File: config.mk
export PLATFORM = sky130hd
export DESIGN_NAME = drp_reconf_seq_flat
export DESIGN_NICKNAME = d
export VERILOG_FILES = /design/src/rtl/drp_reconf_seq_if.sv /design/src/rtl/drp_reconf_seq.sv /design/src/flat_wrapper.sv
export SDC_FILE = /design/constraint.sdc
export NUM_CORES = 2
export LEC_CHECK = 0
export ABC_AREA = 0
export CAP_MARGIN = 30
export CORE_ASPECT_RATIO = 1.2
export CORE_MARGIN = 1.5
export CORE_UTILIZATION = 50
export DETAILED_ROUTE_END_ITERATION = 10
export HOLD_SLACK_MARGIN = 0.03
export PLACE_DENSITY = 0.66
export SKIP_LAST_GASP = 1
export SLEW_MARGIN = 20
export SYNTH_ARGS = -nofsm -noshare
export SYNTH_HDL_FRONTEND = slang
export SYNTH_SLANG_ARGS = --single-unit
File: constraint.sdc
create_clock -name DCLK -period 3.6 [get_ports DCLK]
set_input_delay 0.72 -clock DCLK [delete_from_list [all_inputs] [get_ports DCLK]]
set_output_delay 0.72 -clock DCLK [all_outputs]
set_load 0.02 [all_outputs]
File: src/rtl/drp_reconf_seq_if.sv
// DRP bus between the reconfiguration sequencer (master) and the PLL DRP port (slave).
interface drp_reconf_seq_if;
  logic [6:0]  DADDR;
  logic        DEN;
  logic        DWE;
  logic [15:0] DI;
  logic [15:0] DO;
  logic        DRDY;

  modport master (output DADDR, DEN, DWE, DI, input DO, DRDY);
  modport slave  (input DADDR, DEN, DWE, DI, output DO, DRDY);
endinterface

File: src/rtl/drp_reconf_seq.sv
// PLL DRP reconfiguration sequencer: read-modify-write of a software-loaded table under PLL reset.
// Optional watchdog on DRDY/LOCKED waits is enabled with DRP_RECONF_SEQ_TIMEOUT_EN.
module drp_reconf_seq #(
  parameter int DEPTH    = 32,
  parameter int IDX_W    = 5,
  parameter int RST_HOLD = 4
`ifdef DRP_RECONF_SEQ_TIMEOUT_EN
  , parameter int TIMEOUT = 1024
`endif
) (
  input  logic                DCLK,
  input  logic                RST_N,
  input  logic                CFG_WE,
  input  logic [IDX_W-1:0]    CFG_IDX,
  input  logic [6:0]          CFG_ADDR,
  input  logic [15:0]         CFG_MASK,
  input  logic [15:0]         CFG_DATA,
  input  logic [IDX_W:0]      CFG_LEN,
  input  logic                SSTEP,
  input  logic                LOCKED,
  drp_reconf_seq_if.master    drp,
  output logic                PLL_RST,
  output logic                BUSY,
  output logic                SRDY,
  output logic                ERR
);

  typedef enum logic [2:0] {
    S_IDLE, S_RD, S_WAIT_RD, S_WR, S_WAIT_WR, S_HOLD, S_WAIT_LOCK
  } state_t;

  localparam int HC_W = $clog2(RST_HOLD + 1);
  localparam logic [HC_W-1:0] HOLD_LAST = HC_W'(RST_HOLD - 1);
  localparam logic [IDX_W:0]  DEPTH_L   = (IDX_W+1)'(DEPTH);

  state_t state, state_n;

  logic [38:0]      tbl [DEPTH];
  logic [IDX_W:0]   idx, len, idx_inc, len_clamped;
  logic [15:0]      val;
  logic [HC_W-1:0]  hold_cnt;
  logic             ovr_valid;
  logic [IDX_W-1:0] ovr_idx;
  logic [38:0]      ovr_entry;
  logic [38:0]      cur_entry;
  logic             accept, cfg_wr, in_xfer, timeout_hit;
  logic             den, dwe;

  assign accept      = SSTEP && (state == S_IDLE);
  assign cfg_wr      = CFG_WE && (state == S_IDLE);
  assign idx_inc     = idx + 1'b1;
  assign len_clamped = (CFG_LEN > DEPTH_L) ? DEPTH_L : CFG_LEN;
  assign in_xfer     = (state == S_RD) || (state == S_WAIT_RD) ||
                       (state == S_WR) || (state == S_WAIT_WR);

  // A write landing in the start cycle must not affect this run, so the old entry is kept aside.
  assign cur_entry = (ovr_valid && (ovr_idx == idx[IDX_W-1:0])) ? ovr_entry
                                                                : tbl[idx[IDX_W-1:0]];

  always_ff @(posedge DCLK) begin
    if (cfg_wr) tbl[CFG_IDX] <= {CFG_ADDR, CFG_MASK, CFG_DATA};
  end

  always_ff @(posedge DCLK or negedge RST_N) begin
    if (!RST_N) state <= S_IDLE;
    else        state <= state_n;
  end

  always_comb begin
    state_n = state;
    den     = 1'b0;
    dwe     = 1'b0;
    case (state)
      S_IDLE:      if (SSTEP) state_n = (len_clamped == '0) ? S_HOLD : S_RD;
      S_RD: begin
        den     = 1'b1;
        state_n = S_WAIT_RD;
      end
      S_WAIT_RD:   if (drp.DRDY) state_n = S_WR;
      S_WR: begin
        den     = 1'b1;
        dwe     = 1'b1;
        state_n = S_WAIT_WR;
      end
      S_WAIT_WR:   if (drp.DRDY) state_n = (idx_inc == len) ? S_HOLD : S_RD;
      S_HOLD:      if (hold_cnt == HOLD_LAST) state_n = S_WAIT_LOCK;
      S_WAIT_LOCK: if (LOCKED) state_n = S_IDLE;
      default:     state_n = S_IDLE;
    endcase
    if (timeout_hit) state_n = S_IDLE;
  end

  always_ff @(posedge DCLK or negedge RST_N) begin
    if (!RST_N) begin
      idx       <= '0;
      len       <= '0;
      val       <= '0;
      hold_cnt  <= '0;
      PLL_RST   <= 1'b0;
      SRDY      <= 1'b0;
      ovr_valid <= 1'b0;
      ovr_idx   <= '0;
      ovr_entry <= '0;
    end else begin
      SRDY     <= (state == S_WAIT_LOCK) && LOCKED;
      hold_cnt <= (state == S_HOLD) ? hold_cnt + 1'b1 : '0;
      if (accept) begin
        len       <= len_clamped;
        idx       <= '0;
        PLL_RST   <= 1'b1;
        ovr_valid <= CFG_WE;
        ovr_idx   <= CFG_IDX;
        ovr_entry <= tbl[CFG_IDX];
      end
      if ((state == S_WAIT_RD) && drp.DRDY)
        val <= (drp.DO & cur_entry[31:16]) | cur_entry[15:0];
      if ((state == S_WAIT_WR) && drp.DRDY) idx <= idx_inc;
      if (((state == S_HOLD) && (hold_cnt == HOLD_LAST)) || timeout_hit) PLL_RST <= 1'b0;
    end
  end

`ifdef DRP_RECONF_SEQ_TIMEOUT_EN
  localparam int WD_W = $clog2(TIMEOUT + 1);
  localparam logic [WD_W-1:0] WD_LAST = WD_W'(TIMEOUT - 1);

  logic [WD_W-1:0] wd_cnt;
  logic            in_wait, wait_evt;

  assign in_wait     = (state == S_WAIT_RD) || (state == S_WAIT_WR) || (state == S_WAIT_LOCK);
  assign wait_evt    = (state == S_WAIT_LOCK) ? LOCKED : drp.DRDY;
  assign timeout_hit = in_wait && !wait_evt && (wd_cnt == WD_LAST);

  // Watchdog restarts on every state change so each wait gets the full budget.
  always_ff @(posedge DCLK or negedge RST_N) begin
    if (!RST_N) begin
      wd_cnt <= '0;
      ERR    <= 1'b0;
    end else begin
      if (state_n != state) wd_cnt <= '0;
      else if (in_wait)     wd_cnt <= wd_cnt + 1'b1;
      if (accept)           ERR <= 1'b0;
      else if (timeout_hit) ERR <= 1'b1;
    end
  end
`else
  assign timeout_hit = 1'b0;
  assign ERR         = 1'b0;
`endif

  assign BUSY      = (state != S_IDLE);
  assign drp.DEN   = den;
  assign drp.DWE   = dwe;
  assign drp.DADDR = in_xfer ? cur_entry[38:32] : 7'd0;
  assign drp.DI    = val;

endmodule

File: src/flat_wrapper.sv
// flat-port wrapper written by rule: the top's interface ports become plain ports
module drp_reconf_seq_flat 
#(
  parameter int DEPTH    = 32,
  parameter int IDX_W    = 5,
  parameter int RST_HOLD = 4

)
  (DCLK, RST_N, CFG_WE, CFG_IDX, CFG_ADDR, CFG_MASK, CFG_DATA, CFG_LEN, SSTEP, LOCKED, PLL_RST, BUSY, SRDY, ERR, drp_DADDR, drp_DEN, drp_DWE, drp_DI, drp_DO, drp_DRDY);
  drp_reconf_seq_if drp_i ();
  input  logic DCLK;
  input  logic RST_N;
  input  logic CFG_WE;
  input  logic [IDX_W-1:0] CFG_IDX;
  input  logic [6:0] CFG_ADDR;
  input  logic [15:0] CFG_MASK;
  input  logic [15:0] CFG_DATA;
  input  logic [IDX_W:0] CFG_LEN;
  input  logic SSTEP;
  input  logic LOCKED;
  output logic PLL_RST;
  output logic BUSY;
  output logic SRDY;
  output logic ERR;
  output wire logic [$bits(drp_i.DADDR)-1:0] drp_DADDR;
  output wire logic [$bits(drp_i.DEN)-1:0] drp_DEN;
  output wire logic [$bits(drp_i.DWE)-1:0] drp_DWE;
  output wire logic [$bits(drp_i.DI)-1:0] drp_DI;
  input wire logic [$bits(drp_i.DO)-1:0] drp_DO;
  input wire logic [$bits(drp_i.DRDY)-1:0] drp_DRDY;
  assign drp_DADDR = drp_i.DADDR;
  assign drp_DEN = drp_i.DEN;
  assign drp_DWE = drp_i.DWE;
  assign drp_DI = drp_i.DI;
  assign drp_i.DO = drp_DO;
  assign drp_i.DRDY = drp_DRDY;
  drp_reconf_seq #(.DEPTH(DEPTH), .IDX_W(IDX_W), .RST_HOLD(RST_HOLD)) u_core (.DCLK(DCLK), .RST_N(RST_N), .CFG_WE(CFG_WE), .CFG_IDX(CFG_IDX), .CFG_ADDR(CFG_ADDR), .CFG_MASK(CFG_MASK), .CFG_DATA(CFG_DATA), .CFG_LEN(CFG_LEN), .SSTEP(SSTEP), .LOCKED(LOCKED), .drp(drp_i), .PLL_RST(PLL_RST), .BUSY(BUSY), .SRDY(SRDY), .ERR(ERR));
endmodule
**Layout detail**

The bar under the picture is 10 um long. Region (141, 96) to (181, 136) um. Cells in grey, sequential cells in the stronger grey; small squares are vias.
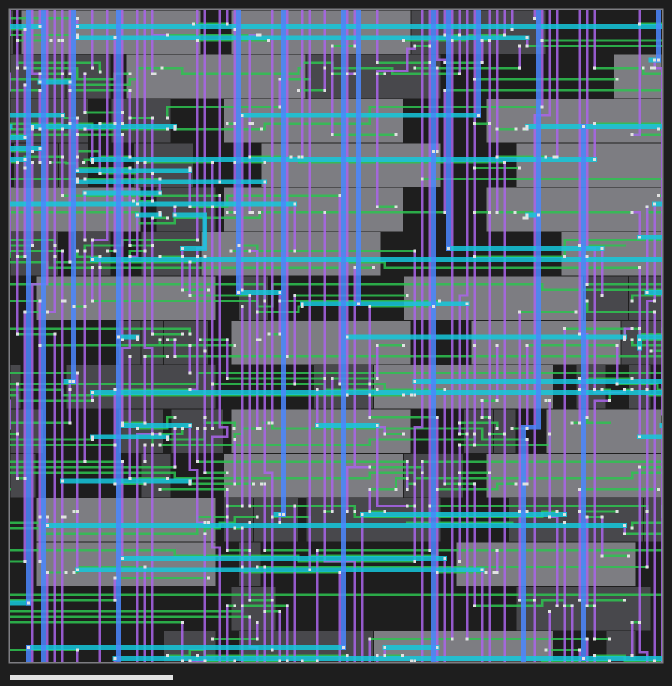
layer	colour
metal 4	blue
metal 1	green
metal 3	cyan
metal 2	purple
cells with their middle in the window	66
most frequent	edfxtp_1 (22), mux2i_1 (8), mux4_2 (7)
sequential cells in the window	25
netlist names of flops here include	u_core.tbl (22), u_core.ovr_entry (2)

**Routing congestion**

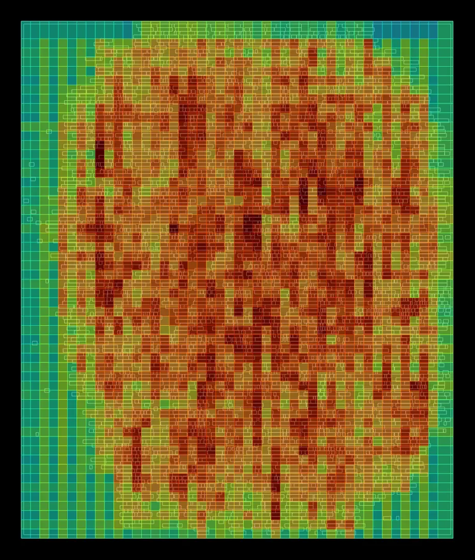
met3 usage in global routing: 8.78%
met2 GRT Util: 52.9%
global routing usage on met1: 43.9%
most congested layer reported by global routing: met2
overall fraction of global-route tracks in use: 34.1%

**Metal 1**

The bar under the picture is 100 um long. Supply wires on this layer in grey. Cells faint in the background.
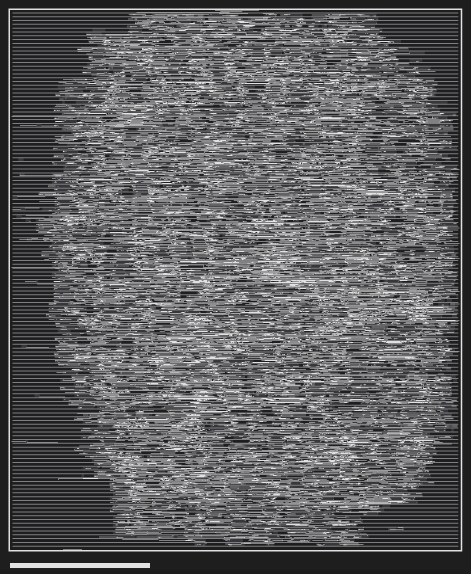
share of all routed wire	35%
wire length on this layer	74.2 mm
nets with wire on the layer	3646
number of vias after detailed routing: 39600
wire length reported by the detailed router: 212000 um

==> qor.tcl <==
set qor(port_buffers) 99
set qor(ctsResizeCount) 45
set qor(internal-power_mw) 30.1
set qor(cell_breakdown_of_the_critical_path) {buf_8 -> buf_16 -> mux4_2 -> o22ai_4 -> nor4_2 -> a22o_1 -> buf_4}
set qor(global_route.overflow_total) 0
set qor(drive_above_1_share_pct) 27.7
set qor(outcome) {finished, final reports clean}
set qor(inverters) 6
set qor(nFillCells) 8857
set qor(area.share.combinational_pct) 28.7
set qor(std_cell_rows) 140
set qor(lay_top_count) {edfxtp_1}
set qor(synth_xor_xnor_area_share_pct) 0.144
set qor(clock_power_share_pct) 34.6
set qor(flop-count) 1329
set qor(finish.instance_area_um2) 71300
set qor(cpMaxStageDelayCell) {mux4_2}
set qor(placeableCoreArea_um2) 121000
set qor(pre_cts_ws_ps) 3.56
set qor(numSynthFlops) 1329
set qor(post_cts_hold_buffer_count) 1
set qor(total_power_mw) 41.9
set qor(worst-endpoint-required_ps) 2880
set qor(globalplace.congestion) 0.910
set qor(synth_mux_share_pct) 22.9
set qor(hold_path_origin) {u_core.hold_cnt[0]}
set qor(top_area_cell) {edfxtp_1}
set qor(count_of_cell_instances_traversed_by_the_critical_path) 7
set qor(setup_slack_ps) 46.0
set qor(r2r.worst_path.cells) 7
set qor(timing.critical_path.fanout_max) 10
set qor(clock_tree.root_cell) {clkbuf_16}
set qor(antenna_left) 0
set qor(async_reset_ff_share_pct) 6.09
set qor(register_bank_with_the_most_flops) {u_core.tbl}
set qor(max_stage_delay_ps) 550
set qor(synthTopCellsByArea) {edfxtp_1, mux4_2, mux2i_1}
set qor(top_level_ports) 101
set qor(layout.area.top_class) {registers}
set qor(maxClockFrequency_mhz) 281
set qor(hpwl_um) 129000
set qor(synth.cells.most_frequent) {edfxtp_1, mux2i_1, mux4_2}
set qor(pin_count_of_the_biggest_net_entering_global_routing) 61
set qor(timing.hold.worst.class) {flip-flop to flip-flop}
set qor(clockBufferCount) 176
set qor(drcViolationCount) 0
set qor(synth.net_count) 3517
set qor(finish.utilization_pct) 58.8
set qor(data_arrival_time_of_the_critical_path_ps) 2830
set qor(antenna_found_initial) 8
set qor(seq_area_um2) 39500
**The metal 2 layer**

The bar under the picture is 100 um long. Cells faint in the background.
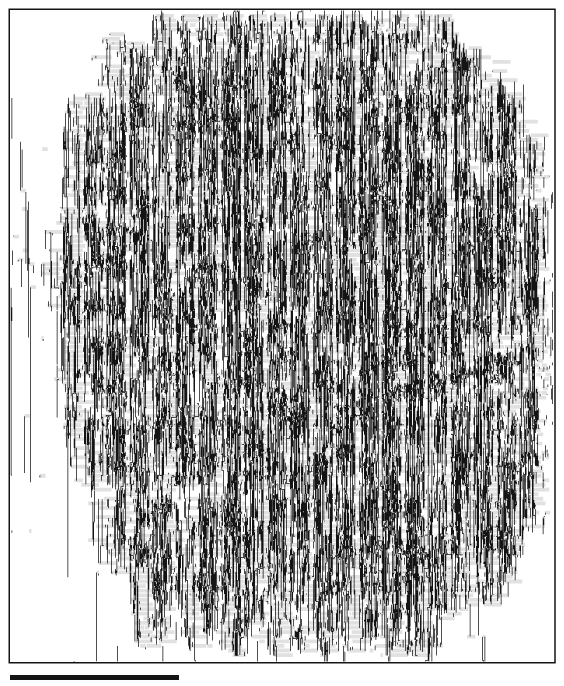
wire length on this layer	97.8 mm
longest straight run	115 um
nets with wire on the layer	3478
main direction	vertical
share of all routed wire	46%

**Cells by drive strength**

The bar under the picture is 100 um long.
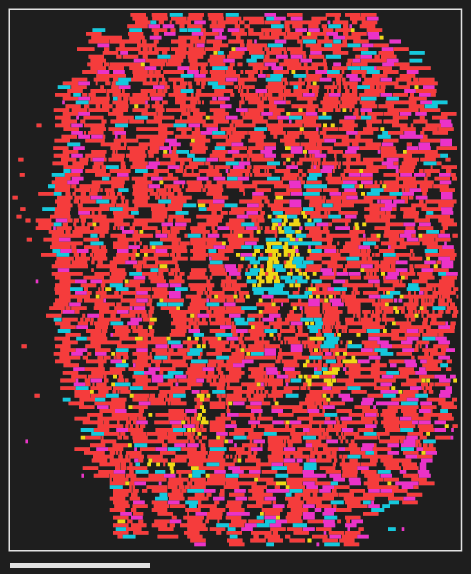
size	colour	cells	most used
_6 and larger	cyan	286	clkbuf_16
_3 and _4 cells	yellow	257	buf_4
_0 and _1 cells	red	2784	edfxtp_1
_2 cells	magenta	523	mux4_2

